Figure 1. Met1 routing.
Bar = 20 µm. Supply wires on this layer in grey.
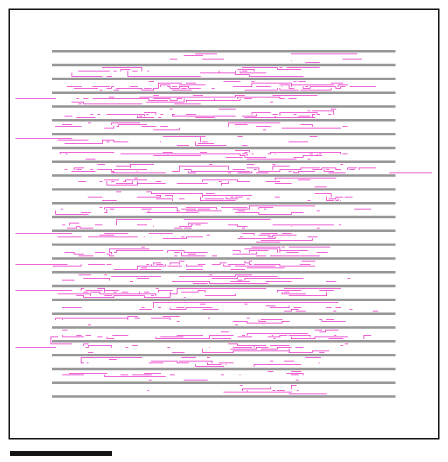
Figure 2. The metal 3 layer.
Bar = 20 µm.
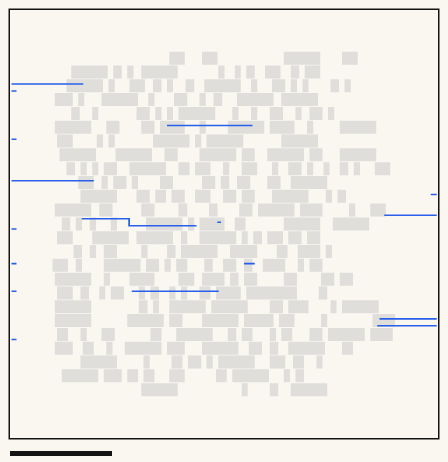
Figure 3. Layout detail.
Bar = 10 µm. Region (43, 1) to (83, 41) µm. Cells in grey, sequential cells in the stronger grey; small squares are vias.
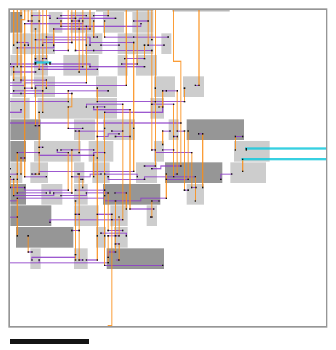
--- src/rtl/spi_frame_receiver.sv ---
// SPI mode-0 command receiver: synchronizes SCK/CS_N/SDI into clk,
// shifts MSB-first and emits a strobe per frame of exactly DATA_WIDTH bits.
module spi_frame_receiver #(
  parameter int DATA_WIDTH  = 16,
  parameter int SYNC_STAGES = 2
) (
  input  logic                  clk,
  input  logic                  rst,
  input  logic                  sck_in,
  input  logic                  cs_n_in,
  input  logic                  sdi_in,
  output logic [DATA_WIDTH-1:0] data_out,
  output logic                  data_rdy,
  output logic                  frame_err,
  output logic                  busy
);

  localparam int CW = $clog2(DATA_WIDTH + 2);
  localparam logic [CW-1:0] CNT_FULL = CW'(DATA_WIDTH);
  localparam logic [CW-1:0] CNT_SAT  = CW'(DATA_WIDTH + 1);

  typedef enum logic {IDLE, SHIFT} state_t;

  state_t                  state;
  logic [SYNC_STAGES-1:0]  sck_sr;
  logic [SYNC_STAGES-1:0]  cs_sr;
  logic [SYNC_STAGES-1:0]  sdi_sr;
  logic [SYNC_STAGES-1:0]  vld_sr;
  logic                    sck_hist;
  logic                    cs_hist;
  logic                    armed;
  logic [DATA_WIDTH-1:0]   shift_q;
  logic [CW-1:0]           cnt;

  logic sck_sync, cs_sync, sdi_sync;
  logic sck_rise, cs_rise, cs_fall;

  assign sck_sync = sck_sr[SYNC_STAGES-1];
  assign cs_sync  = cs_sr[SYNC_STAGES-1];
  assign sdi_sync = sdi_sr[SYNC_STAGES-1];

  assign sck_rise = sck_sync & ~sck_hist;
  assign cs_rise  = cs_sync & ~cs_hist;
  // A CS_N fall only counts once the host has been seen deselected,
  // so a reset in the middle of a frame cannot reopen that frame.
  assign cs_fall  = armed & ~cs_sync & cs_hist;

  always_ff @(posedge clk) begin
    if (rst) begin
      sck_sr   <= '0;
      cs_sr    <= '1;
      sdi_sr   <= '0;
      vld_sr   <= '0;
      sck_hist <= 1'b0;
      cs_hist  <= 1'b1;
      armed    <= 1'b0;
    end else begin
      sck_sr   <= {sck_sr[SYNC_STAGES-2:0], sck_in};
      cs_sr    <= {cs_sr[SYNC_STAGES-2:0], cs_n_in};
      sdi_sr   <= {sdi_sr[SYNC_STAGES-2:0], sdi_in};
      vld_sr   <= {vld_sr[SYNC_STAGES-2:0], 1'b1};
      sck_hist <= sck_sync;
      cs_hist  <= cs_sync;
      if (vld_sr[SYNC_STAGES-1] && cs_sync) armed <= 1'b1;
    end
  end

  always_ff @(posedge clk) begin
    if (rst) begin
      state     <= IDLE;
      shift_q   <= '0;
      cnt       <= '0;
      data_out  <= '0;
      data_rdy  <= 1'b0;
      frame_err <= 1'b0;
      busy      <= 1'b0;
    end else begin
      data_rdy  <= 1'b0;
      frame_err <= 1'b0;
      unique case (state)
        IDLE: begin
          if (cs_fall) begin
            state   <= SHIFT;
            busy    <= 1'b1;
            shift_q <= '0;
            cnt     <= '0;
          end
        end
        SHIFT: begin
          if (cs_rise) begin
            state <= IDLE;
            busy  <= 1'b0;
            if (cnt == CNT_FULL) begin
              data_out <= shift_q;
              data_rdy <= 1'b1;
            end else begin
              frame_err <= 1'b1;
            end
          end else if (sck_rise) begin
            shift_q <= {shift_q[DATA_WIDTH-2:0], sdi_sync};
            if (cnt != CNT_SAT) cnt <= cnt + 1'b1;
          end
        end
      endcase
    end
  end

endmodule

--- config.mk ---
export PLATFORM = sky130hd
export DESIGN_NAME = spi_frame_receiver
export DESIGN_NICKNAME = d
export VERILOG_FILES = /design/src/rtl/spi_frame_receiver.sv
export SDC_FILE = /design/constraint.sdc
export NUM_CORES = 1
export LEC_CHECK = 0
export CELL_PAD_IN_SITES_DETAIL_PLACEMENT = 1
export CELL_PAD_IN_SITES_GLOBAL_PLACEMENT = 1
export CORE_MARGIN = 8
export CORE_UTILIZATION = 41
export CTS_CLUSTER_SIZE = 28
export DETAILED_ROUTE_END_ITERATION = 8
export PLACE_DENSITY_LB_ADDON = 0.25
export REMOVE_ABC_BUFFERS = 1
export SYNTH_ARGS = -nofsm -noshare
export SYNTH_HDL_FRONTEND = slang
export SYNTH_SLANG_ARGS = --single-unit
--- constraint.sdc ---
create_clock -name clk -period 1.78 [get_ports clk]
set_clock_uncertainty 0.1 [all_clocks]
set_input_delay 0.534 -clock clk [delete_from_list [all_inputs] [get_ports clk]]
set_output_delay 0.534 -clock clk [all_outputs]
set_load 0.01 [all_outputs]
==> out/qor.txt <==
inverters -> 5
DR WL/cell -> 15.03 µm
buffer depth of the longest clock path -> 2
length of routed met3 wiring -> 126 µm
number of clock buffers inserted by TritonCTS -> 5
combined area of the multi-input logic cells -> 782.0 µm²
Synth Area in Simple Gates -> 0.2245
Synth area leader -> dfxtp_1
post-layout instance area -> 2362 µm²
worst slew margin relative to its limit -> 0.7709
DRT met1 WL -> 2.066 mm
synth cell count leaders -> dfxtp_1, nand2_1, a21oi_1
switching pwr -> 390.0 µW
share of the yosys chip area belonging to registers -> 0.5445
clock tree sinks -> 52
number of non-clock buffers in the layout -> 44
power consumed by the clock network -> 597 µW
outcome -> finished clean
area of the synthesized netlist per yosys stat -> 1912 µm²
crit path cell chain -> nand2b_2 -> and4_4 -> a41oi_1 -> a311oi_2
Worst Setup EP -> cnt[4]
Top Consumer -> registers
Logic power comb -> 79.1 µW
number of warnings in the stage logs -> 27
leakage component of the power -> 0.9680 nW
total of fill cells in the finished design -> 532
register fraction of the total cell area -> 0.4407
number of H-tree levels -> 2
Iter 0 DRT Violations -> 49
Dominant flop cell -> dfxtp_1
well tap count -> 54
layout overhead on the synthesized area -> 23.56%
share of power burned in the clock network -> 0.321
number of synthesized flops with an enable pin -> 0
leading post-synthesis cells by cell area -> dfxtp_1, nand2_1, a22oi_1, a21oi_1, nor2_1
crit path capture type -> register
smallest hold slack -> 321.6 ps
share of Yosys cell area claimed by the top area cell type -> 0.5445
floorplan core area -> 4598 µm²
drt first pass iters -> 4
post-CTS resize count -> 18
post-placement cell area -> 2308 µm²
Max IR drop VDD -> 0.4205 mV
CP max stage cell -> and4_4
peak per-stage delay on the critical path -> 420 ps
clock root buffer -> clkbuf_8
internal cell power -> 1.472 mW
Fin Setup TNS -> 0 ps
sum of internal, switching and leakage power -> 1.862 mW
fraction of layout instances using a drive strength above 1 -> 0.1440
part of the cycle the worst path needs -> 0.9309
Site Rows -> 25
pre-CTS WS -> -2.865 ps
global-route wire length before repair -> 7.824 mm
Highest Clock Rate -> 603.5 MHz
category of cells accounting for the largest share of critical-path delay -> simple AND/OR/NAND/NOR gates
mapped cell area -> 1912 µm²
final-layout clock buffer total -> 5
P per Cell Area -> 788.2 nW/µm²
post-detailed-placement half-perimeter wirelength -> 3.332 mm
Async S/R FF share, synth -> 0
largest net degree at the start of global routing -> 23
vias in the first global route -> 1599
DIE AREA -> 7104 µm²
post-layout worst setup margin -> 123.0 ps
final sequential cell count -> 52
worst reg-to-reg path cell count -> 4
hold-fix buffer count after cts -> 0
Die Ht -> 84.29 µm
start point of the worst min-delay path -> cs_sr[0]
hold path cells -> 1
reg-to-reg critical path startpoint -> cs_hist
clock tree from TritonCTS -> done
count of nets left with antenna violations after detail routing -> 0
setup repair after global routing missed its margin -> false
Remaining Overflow, GRT -> 0
antenna diode count -> 0
ys cells -> 206
number of antenna violations at the first check in global routing -> 0
endpoint of the lowest-slack register-to-register path -> cnt[4]
leading cell types in the layout, fill and taps excluded -> dfxtp_1, nand2_1, a21oi_1, nor2_1, buf_4
worst reg-to-reg setup slack -> 120 ps
combinational share of cell area -> 0.3310
Synth cell types -> 32
number of buffers inserted by port buffering -> 23
critical path peak fanout -> 22
clk cell area share -> 0.02913
kind of start point of the critical path -> register
clock-pin slew on the worst setup and hold paths -> 80 ps
layer with the highest usage -> met2
clk_lat worst skew -> 290 ps
final max-slew violation count -> 0
number of flip-flops and latches in the synthesized netlist -> 52
CP Data Arrival Time -> 1760 ps
Multiplexer share -> 0
Back to the opening pictures, Figure 1:
wire length on this layer	2070 µm
nets with wire on the layer	238
share of all routed wire	46%
main direction	horizontal

Back to the opening pictures, Figure 2:
share of all routed wire	2.8%
main direction	horizontal
nets with wire on the layer	14
longest straight run	16.8 µm
total number of vias: 1543
met3 track demand over resource in global routing: 0.03388
wirelength, routed: 4.464 mm

Back to the opening pictures, Figure 3:
colour	layer
orange	metal 2
purple	metal 1
cyan	metal 3
most frequent	buf_4 (8), dfxtp_1 (7), a21oi_1 (6)
sequential cells in the window	7
cells with their middle in the window	52

No activity file was given, so power comes from the tool's default toggle rates.
